<file path="src/rtl/block_slider.sv">
// block_slider
// Moving block for the current level of the stacker game. After a launch the
// block slides one cell at a time and bounces off the screen edges. When the
// player presses stop, the block is trimmed to its overlap with the block
// placed on the previous level. The result is then presented for one cycle.
//
// Ports:
//   clk, reset          - system clock; asynchronous active-high reset
//   start_level         - pulse that launches a new block (honoured in IDLE)
//   stop_btn            - pulse that freezes the block (honoured in MOVE)
//   first_level         - no previous block exists; the stop always intersects
//   prev_block_start/end/size - previously placed block (pixels / cells)
//   curr_block_start/end/size - moving or trimmed block (pixels / cells)
//   stop_true           - one-cycle pulse; curr_* are final during it
//   intersect_true      - overlap result, held until the next launch
//   moving              - block is sliding
//   game_over           - sticky miss indicator, cleared only by reset
module block_slider #(
    parameter int SCREEN_W  = 320,
    parameter int CELL_W    = 8,
    parameter int TICK_DIV  = 500000,
    parameter int INIT_SIZE = 6
) (
    input  logic       clk,
    input  logic       reset,
    input  logic       start_level,
    input  logic       stop_btn,
    input  logic       first_level,
    input  logic [8:0] prev_block_start,
    input  logic [8:0] prev_block_end,
    input  logic [3:0] prev_block_size,
    output logic [8:0] curr_block_start,
    output logic [8:0] curr_block_end,
    output logic [3:0] curr_block_size,
    output logic       stop_true,
    output logic       intersect_true,
    output logic       moving,
    output logic       game_over
);

    localparam int              CELL_SHIFT  = $clog2(CELL_W);
    localparam int              TICK_W      = (TICK_DIV > 1) ? $clog2(TICK_DIV) : 1;
    localparam logic [9:0]      CELL_STEP   = 10'(CELL_W);
    localparam logic [9:0]      LAST_COL    = 10'(SCREEN_W - 1);
    localparam logic [TICK_W-1:0] TICK_LAST = TICK_W'(TICK_DIV - 1);
    localparam logic [3:0]      INIT_SIZE_C = 4'(INIT_SIZE);

    typedef enum logic [2:0] {IDLE, MOVE, EVAL, DONE, OVER} state_t;

    state_t            state;
    state_t            state_next;
    logic              dir_left;
    logic [TICK_W-1:0] tick_cnt;

    // Positions are widened to 10 bits so edge tests never wrap at 511.
    logic [9:0] start_w;
    logic [9:0] end_w;
    logic [9:0] prev_start_w;
    logic [9:0] prev_end_w;
    logic [3:0] launch_size;
    logic [9:0] launch_end;
    logic       can_right;
    logic       can_left;
    logic       tick_last;
    logic [9:0] step_start;
    logic [9:0] step_end;
    logic       step_dir_left;
    logic [9:0] ov_s;
    logic [9:0] ov_e;
    logic [9:0] ov_len;
    logic       ov_hit;
    logic [3:0] ov_size;

    assign start_w      = {1'b0, curr_block_start};
    assign end_w        = {1'b0, curr_block_end};
    assign prev_start_w = {1'b0, prev_block_start};
    assign prev_end_w   = {1'b0, prev_block_end};
    assign launch_size  = first_level ? INIT_SIZE_C : prev_block_size;
    assign launch_end   = ({6'd0, launch_size} << CELL_SHIFT) - 10'd1;
    assign can_right    = (end_w + CELL_STEP) <= LAST_COL;
    assign can_left     = start_w >= CELL_STEP;
    assign tick_last    = tick_cnt == TICK_LAST;
    assign moving       = state == MOVE;

    // Overlap with the placed block; widths are whole cells because every
    // position is a multiple of CELL_W, so a plain shift gives the size.
    assign ov_s    = (start_w >= prev_start_w) ? start_w : prev_start_w;
    assign ov_e    = (end_w <= prev_end_w) ? end_w : prev_end_w;
    assign ov_hit  = ov_s <= ov_e;
    assign ov_len  = ov_e - ov_s + 10'd1;
    assign ov_size = 4'(ov_len >> CELL_SHIFT);

    // One movement step. When the way ahead is blocked the direction flips and
    // the step goes the other way; a full-width block can go neither way, so
    // only its direction toggles.
    always_comb begin
        step_start    = start_w;
        step_end      = end_w;
        step_dir_left = dir_left;
        if (!dir_left) begin
            if (can_right) begin
                step_start = start_w + CELL_STEP;
                step_end   = end_w + CELL_STEP;
            end else begin
                step_dir_left = 1'b1;
                if (can_left) begin
                    step_start = start_w - CELL_STEP;
                    step_end   = end_w - CELL_STEP;
                end
            end
        end else begin
            if (can_left) begin
                step_start = start_w - CELL_STEP;
                step_end   = end_w - CELL_STEP;
            end else begin
                step_dir_left = 1'b0;
                if (can_right) begin
                    step_start = start_w + CELL_STEP;
                    step_end   = end_w + CELL_STEP;
                end
            end
        end
    end

    always_ff @(posedge clk or posedge reset) begin
        if (reset) begin
            state <= IDLE;
        end else begin
            state <= state_next;
        end
    end

    // DONE looks at intersect_true, which already holds the EVAL result.
    always_comb begin
        state_next = state;
        case (state)
            IDLE: if (start_level) state_next = (launch_size == 4'd0) ? OVER : MOVE;
            MOVE: if (stop_btn) state_next = EVAL;
            EVAL: state_next = DONE;
            DONE: state_next = intersect_true ? IDLE : OVER;
            OVER: state_next = OVER;
            default: state_next = IDLE;
        endcase
    end

    // Block position, tick counter and result registers. Stop takes priority
    // over a coinciding tick so the block freezes where the player saw it.
    always_ff @(posedge clk or posedge reset) begin
        if (reset) begin
            curr_block_start <= '0;
            curr_block_end   <= '0;
            curr_block_size  <= '0;
            stop_true        <= 1'b0;
            intersect_true   <= 1'b0;
            game_over        <= 1'b0;
            dir_left         <= 1'b0;
            tick_cnt         <= '0;
        end else begin
            stop_true <= 1'b0;
            case (state)
                IDLE: begin
                    if (start_level) begin
                        curr_block_size  <= launch_size;
                        curr_block_start <= '0;
                        curr_block_end   <= 9'(launch_end);
                        dir_left         <= 1'b0;
                        tick_cnt         <= '0;
                        intersect_true   <= 1'b0;
                        if (launch_size == 4'd0) game_over <= 1'b1;
                    end
                end
                MOVE: begin
                    if (!stop_btn) begin
                        if (tick_last) begin
                            tick_cnt         <= '0;
                            curr_block_start <= 9'(step_start);
                            curr_block_end   <= 9'(step_end);
                            dir_left         <= step_dir_left;
                        end else begin
                            tick_cnt <= tick_cnt + TICK_W'(1);
                        end
                    end
                end
                EVAL: begin
                    stop_true <= 1'b1;
                    if (first_level) begin
                        intersect_true <= 1'b1;
                    end else if (ov_hit) begin
                        curr_block_start <= 9'(ov_s);
                        curr_block_end   <= 9'(ov_e);
                        curr_block_size  <= ov_size;
                        intersect_true   <= 1'b1;
                    end else begin
                        curr_block_size <= '0;
                        intersect_true  <= 1'b0;
                    end
                end
                DONE: begin
                    if (!intersect_true) game_over <= 1'b1;
                end
                default: ;
            endcase
        end
    end

endmodule

</file>
<file path="config.mk">
export PLATFORM = sky130hd
export DESIGN_NAME = block_slider
export DESIGN_NICKNAME = d
export VERILOG_FILES = /design/src/rtl/block_slider.sv
export SDC_FILE = /design/constraint.sdc
export NUM_CORES = 1
export LEC_CHECK = 0
export ABC_AREA = 1
export CAP_MARGIN = 20
export CORE_MARGIN = 2
export CORE_UTILIZATION = 44
export CTS_CLUSTER_SIZE = 12
export DETAILED_ROUTE_END_ITERATION = 6
export GPL_TIMING_DRIVEN = 0
export MAX_ROUTING_LAYER = met4
export PLACE_DENSITY_LB_ADDON = 0.25
export SLEW_MARGIN = 20
export SYNTH_ARGS = -nofsm -noshare
export SYNTH_HDL_FRONTEND = slang
export SYNTH_SLANG_ARGS = --single-unit
</file>
<file path="constraint.sdc">
create_clock -name clk -period 8.4 [get_ports clk]
set_input_delay 0.84 -clock clk [delete_from_list [all_inputs] [get_ports clk]]
set_output_delay 0.84 -clock clk [all_outputs]
set_load 0.1 [all_outputs]
</file>
==> CHANGELOG.md <==
## Flow update

- Outcome: completed
- Total placed instance area: 0.00501 mm^2
- Clock Skews: 8.38 ps
- CP Data Required Time: about 8600 ps
- Topmost layer with routed signal wires: met4
- Relative area change from synthesis to final layout: 19.1%
- Met3 routed wirelength: ~480 um
- Flop share of the area: about a quarter
- Clock Tree Buf Depth: 2
- Tally of filler cells in the layout: 997
- Quantity of I/O buffers inserted on ports: 52
- Pwr Density: approximately 370 mW/mm^2
- Chip area: around 0.011 mm^2
- Async set-reset flop share out of synthesis: 100%
- H-tree Lvls: 2
- Share of the yosys chip area belonging to registers: 27.9%
- Largest voltage drop on the vdd net: 0.224 mV
- Routed Wire Length: 11100 um
- Post-synthesis instance area: 0.00430 mm^2
- Post-Synthesis Mean Instance Area: 6.82 um^2
- Yosys synthesis warning count: 0
- Clock-pin slew on the worst setup and hold paths: 90 ps
- Weighted congestion at the end of routability-driven global placement: 0.973
- Global routing usage on met3: 3.39%
- Clk Tree Root Cell: clkbuf_8
- Number of nets in the finished design: 759
- Worst R2R Start: curr_block_end[8]$_DFFE_PP0P_
- Overall die height: 103 um
- Well tap count: 133
- Number of cells in the yosys synthesis report: between 600 and 700
- Yosys cell types: 42
- Post-Place Worst Slack: roughly 3700 ps
- Hold-fix buffers at CTS: 0
- Post-Synthesis Cells: around 630
- Number of synthesized register bits: 48
- Via count: 4254
## worst paths after layout
check,slack [ps],cells past startpoint,endpoint
hold reg to reg,470,2,game_over$_DFFE_PP0P_
min in group asynchronous,830,2,state[1]$_DFFE_PP0P_
hold / removal,470,2,game_over$_DFFE_PP0P_
setup reg to reg,4540,21,curr_block_size[3]$_DFFE_PP0P_
max in group asynchronous,7060,3,curr_block_end[6]$_DFFE_PP0P_
setup / recovery,4000,23,curr_block_size[3]$_DFFE_PP0P_
## logic make-up (layout without fill, tap and decap cells)
| group | Yosys count | after routing | synth area share, % |
|---|---|---|---|
| simple gates | 318 | 318 | 33.6 |
| buf+inv | 113 | 174 | 10.5 |
| compound gates | 82 | 82 | 10.3 |
| flops | 48 | 48 | 27.9 |
| fa+ha+maj | 42 | 42 | 12.2 |
| xor+xnor | 27 | 27 | 5.50 |
## flip-flops by register name, summed over array words and instances, names as in the netlist
name / flops
tick_cnt: 19
dir_left: 1
curr_block_start: 9
intersect_true: 1
state: 3
game_over: 1
curr_block_size: 4
curr_block_end: 9
stop_true: 1
## where the power goes
part	switching (mW)	total (mW)	internal, mW
clock	0.0866	0.176	0.0899
sequential	0.0700	0.358	0.288
combinational	0.965	1.37	0.404
## critical path, stage by stage
cell and delay [ps]:
clkdlybuf4s50_1 490, inv_1 50, ha_1 280, nand2_1 90, nor2_2 160, nand3b_1 100, nand3_1 120, nand2_2 100
buf_2 190, o21ai_0 420, ha_1 350, ha_1 290, nand3_1 70, nand2_1 90, nand2_1 90, a21o_1 180
nand2_1 80, nand2_1 70, nand2_1 70, o21ai_0 70, a21oi_1 190, nand2_1 80, a21oi_1 130
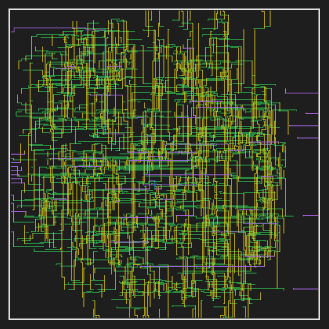
**Above:** metal layers overlaid.
Drawn at 3 px/um.
- M2: yellow (wire length 5390 um)
- M4: cyan (wire length 107 um)
- M3: purple (wire length 477 um)
- M1: green (wire length 5110 um)

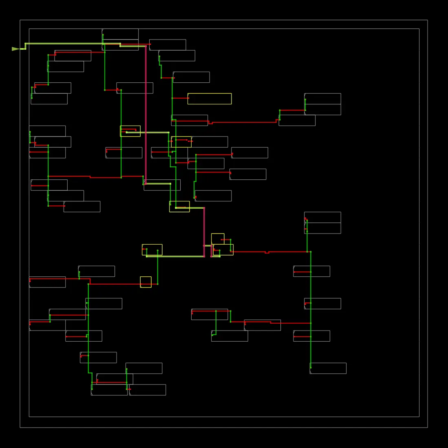
**Above:** clock wiring as the flow saved it.
clock buffer count from CTS: 5
power in the clock group: 0.176 mW
flip-flops: 48
number of sinks on the clock net: 48
insertion delay of the later-clocked pin in the worst-skew pair: 310 ps

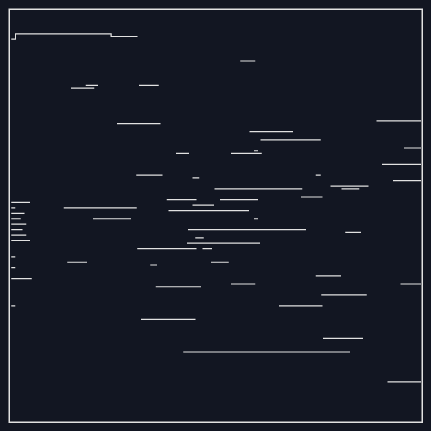
**Above:** signal wires on met3.
Drawn at 4 px/um.
- main direction: horizontal
- nets with wire on the layer: 49
- wire length on this layer: 477 um
- longest straight run: 41.4 um

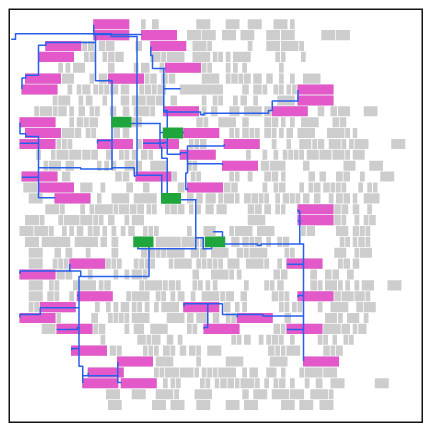
**Above:** clock distribution.
Drawn at 4 px/um.
- flip-flops: magenta (count 48)
- clock wires: blue (length 670 um)
- clock-net drivers: green (count 5)
- flops lie: all over the die

Power and IR drop assume default switching activity.
